==> config.mk <==
export PLATFORM = sky130hd
export DESIGN_NAME = nibble_serial_subtractor_flat
export DESIGN_NICKNAME = d
export VERILOG_FILES = /design/src/rtl/nibble_serial_subtractor_pkg.sv /design/src/rtl/nibble_serial_subtractor_if.sv /design/src/rtl/nibble_serial_subtractor_cla4_slice.sv /design/src/rtl/nibble_serial_subtractor.sv /design/src/flat_wrapper.sv
export SDC_FILE = /design/constraint.sdc
export NUM_CORES = 1
export LEC_CHECK = 0
export CORE_AREA = 4 4 77 79
export DETAILED_ROUTE_END_ITERATION = 7
export DIE_AREA = 0 0 81 83
export PLACE_DENSITY = 0.77
export SLEW_MARGIN = 20
export SYNTH_ARGS = -nofsm -noshare
export SYNTH_HDL_FRONTEND = slang
export SYNTH_SLANG_ARGS = --single-unit
==> constraint.sdc <==
create_clock -name clk -period 4 [get_ports clk]
set_input_delay 0.8 -clock clk [delete_from_list [all_inputs] [get_ports clk]]
set_output_delay 0.8 -clock clk [all_outputs]
set_load 0.05 [all_outputs]
==> src/rtl/nibble_serial_subtractor_pkg.sv <==
// nibble_serial_subtractor_pkg: shared state encoding, nibble width and index sizing.
package nibble_serial_subtractor_pkg;
  localparam int NIBBLE_W = 4;
  typedef logic [1:0] state_t;
  localparam state_t IDLE = 2'd0;
  localparam state_t RUN  = 2'd1;
  localparam state_t DONE = 2'd2;
  function automatic int idx_w(input int nibbles);
    return (nibbles > 1) ? $clog2(nibbles) : 1;
  endfunction
endpackage

==> src/rtl/nibble_serial_subtractor_if.sv <==
// nibble_serial_subtractor_if: operand and result handshakes of the serial subtractor.
interface nibble_serial_subtractor_if #(parameter int NIBBLES = 4);
  import nibble_serial_subtractor_pkg::*;
  localparam int W = NIBBLE_W * NIBBLES;
  logic         in_valid;
  logic         in_ready;
  logic [W-1:0] a;
  logic [W-1:0] b;
  logic         bin;
  logic         out_valid;
  logic         out_ready;
  logic [W-1:0] diff;
  logic         bout;
  logic         overflow;
  modport master (output in_valid, a, b, bin, out_ready,
                  input  in_ready, out_valid, diff, bout, overflow);
  modport slave  (input  in_valid, a, b, bin, out_ready,
                  output in_ready, out_valid, diff, bout, overflow);
endinterface

==> src/rtl/nibble_serial_subtractor_cla4_slice.sv <==
// cla4_slice: 4-bit carry-lookahead adder slice with fully expanded carries.
module cla4_slice (
  input  logic [3:0] x,
  input  logic [3:0] y,
  input  logic       ci,
  output logic [3:0] s,
  output logic       co
);
  logic [3:0] g;
  logic [3:0] p;
  logic [4:0] c;
  always_comb begin
    g    = x & y;
    p    = x ^ y;
    c[0] = ci;
    c[1] = g[0] | (p[0] & ci);
    c[2] = g[1] | (p[1] & g[0]) | (p[1] & p[0] & ci);
    c[3] = g[2] | (p[2] & g[1]) | (p[2] & p[1] & g[0]) | (p[2] & p[1] & p[0] & ci);
    c[4] = g[3] | (p[3] & g[2]) | (p[3] & p[2] & g[1]) | (p[3] & p[2] & p[1] & g[0])
         | (p[3] & p[2] & p[1] & p[0] & ci);
    s    = p ^ c[3:0];
    co   = c[4];
  end
endmodule

==> src/rtl/nibble_serial_subtractor.sv <==
// nibble_serial_subtractor: computes a - b - bin one nibble per clock as a + ~b + ~bin.
module nibble_serial_subtractor
  import nibble_serial_subtractor_pkg::*;
#(
  parameter int NIBBLES = 4
) (
  input logic clk,
  input logic rst_n,
  nibble_serial_subtractor_if.slave bus
);
  localparam int W  = NIBBLE_W * NIBBLES;
  localparam int IW = idx_w(NIBBLES);
  state_t          state;
  logic [IW-1:0]   idx;
  logic            carry;
  logic [W-1:0]    a_r;
  logic [W-1:0]    nb_r;
  logic [W-1:0]    diff_r;
  logic            bout_r;
  logic            ovf_r;
  logic [3:0]      x;
  logic [3:0]      y;
  logic [3:0]      s;
  logic            co;
  logic            last;
  assign x    = a_r[NIBBLE_W*idx +: NIBBLE_W];
  assign y    = nb_r[NIBBLE_W*idx +: NIBBLE_W];
  assign last = idx == IW'(NIBBLES - 1);
  cla4_slice u_slice (.x(x), .y(y), .ci(carry), .s(s), .co(co));
  // The carry register doubles as the nibble-0 carry-in, seeded with ~bin on acceptance.
  always_ff @(posedge clk or negedge rst_n) begin
    if (!rst_n) begin
      state  <= IDLE;
      idx    <= '0;
      carry  <= 1'b0;
      a_r    <= '0;
      nb_r   <= '0;
      diff_r <= '0;
      bout_r <= 1'b0;
      ovf_r  <= 1'b0;
    end else begin
      case (state)
        IDLE: if (bus.in_valid) begin
          a_r   <= bus.a;
          nb_r  <= ~bus.b;
          carry <= ~bus.bin;
          idx   <= '0;
          state <= RUN;
        end
        RUN: begin
          diff_r[NIBBLE_W*idx +: NIBBLE_W] <= s;
          carry <= co;
          idx   <= idx + 1'b1;
          if (last) begin
            bout_r <= ~co;
            ovf_r  <= (a_r[W-1] ~^ nb_r[W-1]) & (s[3] ^ a_r[W-1]);
            state  <= DONE;
          end
        end
        DONE: if (bus.out_ready) state <= IDLE;
        default: state <= IDLE;
      endcase
    end
  end
  assign bus.in_ready  = state == IDLE;
  assign bus.out_valid = state == DONE;
  assign bus.diff      = diff_r;
  assign bus.bout      = bout_r;
  assign bus.overflow  = ovf_r;
endmodule

==> src/flat_wrapper.sv <==
// flat-port wrapper written by rule: the top's interface ports become plain ports
module nibble_serial_subtractor_flat import nibble_serial_subtractor_pkg::*;
#(
  parameter int NIBBLES = 4
)
  (clk, rst_n, bus_in_valid, bus_a, bus_b, bus_bin, bus_out_ready, bus_in_ready, bus_out_valid, bus_diff, bus_bout, bus_overflow);
  nibble_serial_subtractor_if #(.NIBBLES(NIBBLES)) bus_i ();
  input logic clk;
  input logic rst_n;
  input wire logic [$bits(bus_i.in_valid)-1:0] bus_in_valid;
  input wire logic [$bits(bus_i.a)-1:0] bus_a;
  input wire logic [$bits(bus_i.b)-1:0] bus_b;
  input wire logic [$bits(bus_i.bin)-1:0] bus_bin;
  input wire logic [$bits(bus_i.out_ready)-1:0] bus_out_ready;
  output wire logic [$bits(bus_i.in_ready)-1:0] bus_in_ready;
  output wire logic [$bits(bus_i.out_valid)-1:0] bus_out_valid;
  output wire logic [$bits(bus_i.diff)-1:0] bus_diff;
  output wire logic [$bits(bus_i.bout)-1:0] bus_bout;
  output wire logic [$bits(bus_i.overflow)-1:0] bus_overflow;
  assign bus_i.in_valid = bus_in_valid;
  assign bus_i.a = bus_a;
  assign bus_i.b = bus_b;
  assign bus_i.bin = bus_bin;
  assign bus_i.out_ready = bus_out_ready;
  assign bus_in_ready = bus_i.in_ready;
  assign bus_out_valid = bus_i.out_valid;
  assign bus_diff = bus_i.diff;
  assign bus_bout = bus_i.bout;
  assign bus_overflow = bus_i.overflow;
  nibble_serial_subtractor #(.NIBBLES(NIBBLES)) u_core (.clk(clk), .rst_n(rst_n), .bus(bus_i));
endmodule
Metal 1:
The bar under the picture is 20 um long.
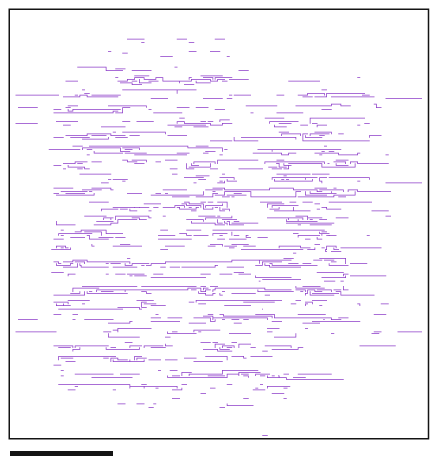
The layer carries 2,170 um of wire. 298 nets have wire on it.
Routed WL: 5095 um
met1 Use GR: 19.70%

==> out/metrics.yaml <==
status:
  status: "complete, no violations"
power_and_ir_drop:
  switching_share_pct: 45.91
  power_switching_uw: 1308
  pwr-share-seq_pct: 34.8
  comb_power_share_pct: 54.9
setup_path:
  cp_num_cells: 6
  cp.buffers_inverters: 0
  cp-start-kind: "flip-flop"
  arrival_ns: 3.08
  reg2reg_depth: 6
clock_tree:
  cts-root-buf: "clkbuf_8"
  htreeDepth: 2
  cts_hold_buffers: 0
  clockBufferDepth: 2
  cts_buffers: 5
  cts_setup_buffers: 0
timing:
  fin_ws_ns: 1.167
  tightest_slew_ns: 0.7773
  holdWs_ns: 0.4805
synth:
  adder_share_pct: 6.170
  xor_area_share_pct: 0.6856
  mux_area_share_pct: 7.493
  netlist_logic_family_top: "simple AND/OR/NAND/NOR gates"
  syn_avg_cell_area_um2: 10.43
  synth.net_count: 294
  compound_area_share_pct: 11.56
  syn_area_um2: 2555
route:
  drt-vias-per-instance: 5.035
  wl_per_cell_um: 13.62
job:
  warnings: 32
  drv_cap: 0
final_layout:
  clk_share_pct: 2.603
  combGateArea_um2: 1121
  seq_cells: 55
  fin_nets: 350
  fillers: 495
  diodes: 0
  regArea_um2: 1376
  sh_comb_area_pct: 34.30
  layout-drive-gt1-share_pct: 6.954
placed_design:
  dp.cells: 366
floorplanning:
  io_pins: 57
grt:
  met3_usage_pct: 3.796
  gr-usage-all-layers_pct: 16.41
Met2 routing:
The bar under the picture is 20 um long. Cells faint in the background.
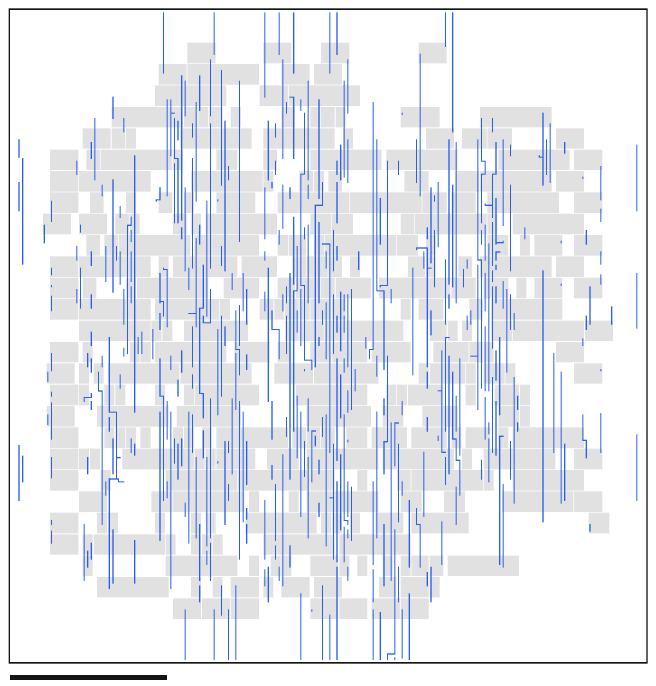
277 nets have wire on it. The wires run mostly vertical. The longest straight run is 32.6 um.
DR vias: 1,883
routing usage on met2: 27.63%

synthesized netlist by cell type:
master	number	area (um2)
a211oi_1	1	7.510
a21o_1	1	7.510
a21oi_1	3	15.01
a22o_1	8	70.07
and2_1	1	6.260
and2b_1	1	7.510
buf_2	4	20.02
clkbuf_1	6	22.52
dfrtp_1	55	1376
fa_1	1	20.02
ha_1	11	137.6
inv_1	4	15.01
mux2_2	1	11.26
mux4_2	8	180.2
nand2_1	82	307.8
nand2b_1	2	12.51
nand3_1	6	30.03
nand3b_4	1	20.02
nor2_1	7	26.28
nor2b_1	1	6.260
nor3_1	3	15.01
o21a_1	1	7.510
o21ai_0	20	100.1
o221ai_1	1	8.760
o31ai_1	7	52.55
o41ai_1	3	26.28
or2b_1	1	7.510
or3_1	2	12.51
or4_1	1	7.510
xnor2_1	2	17.52
Power is estimated from default activity; no workload was simulated.
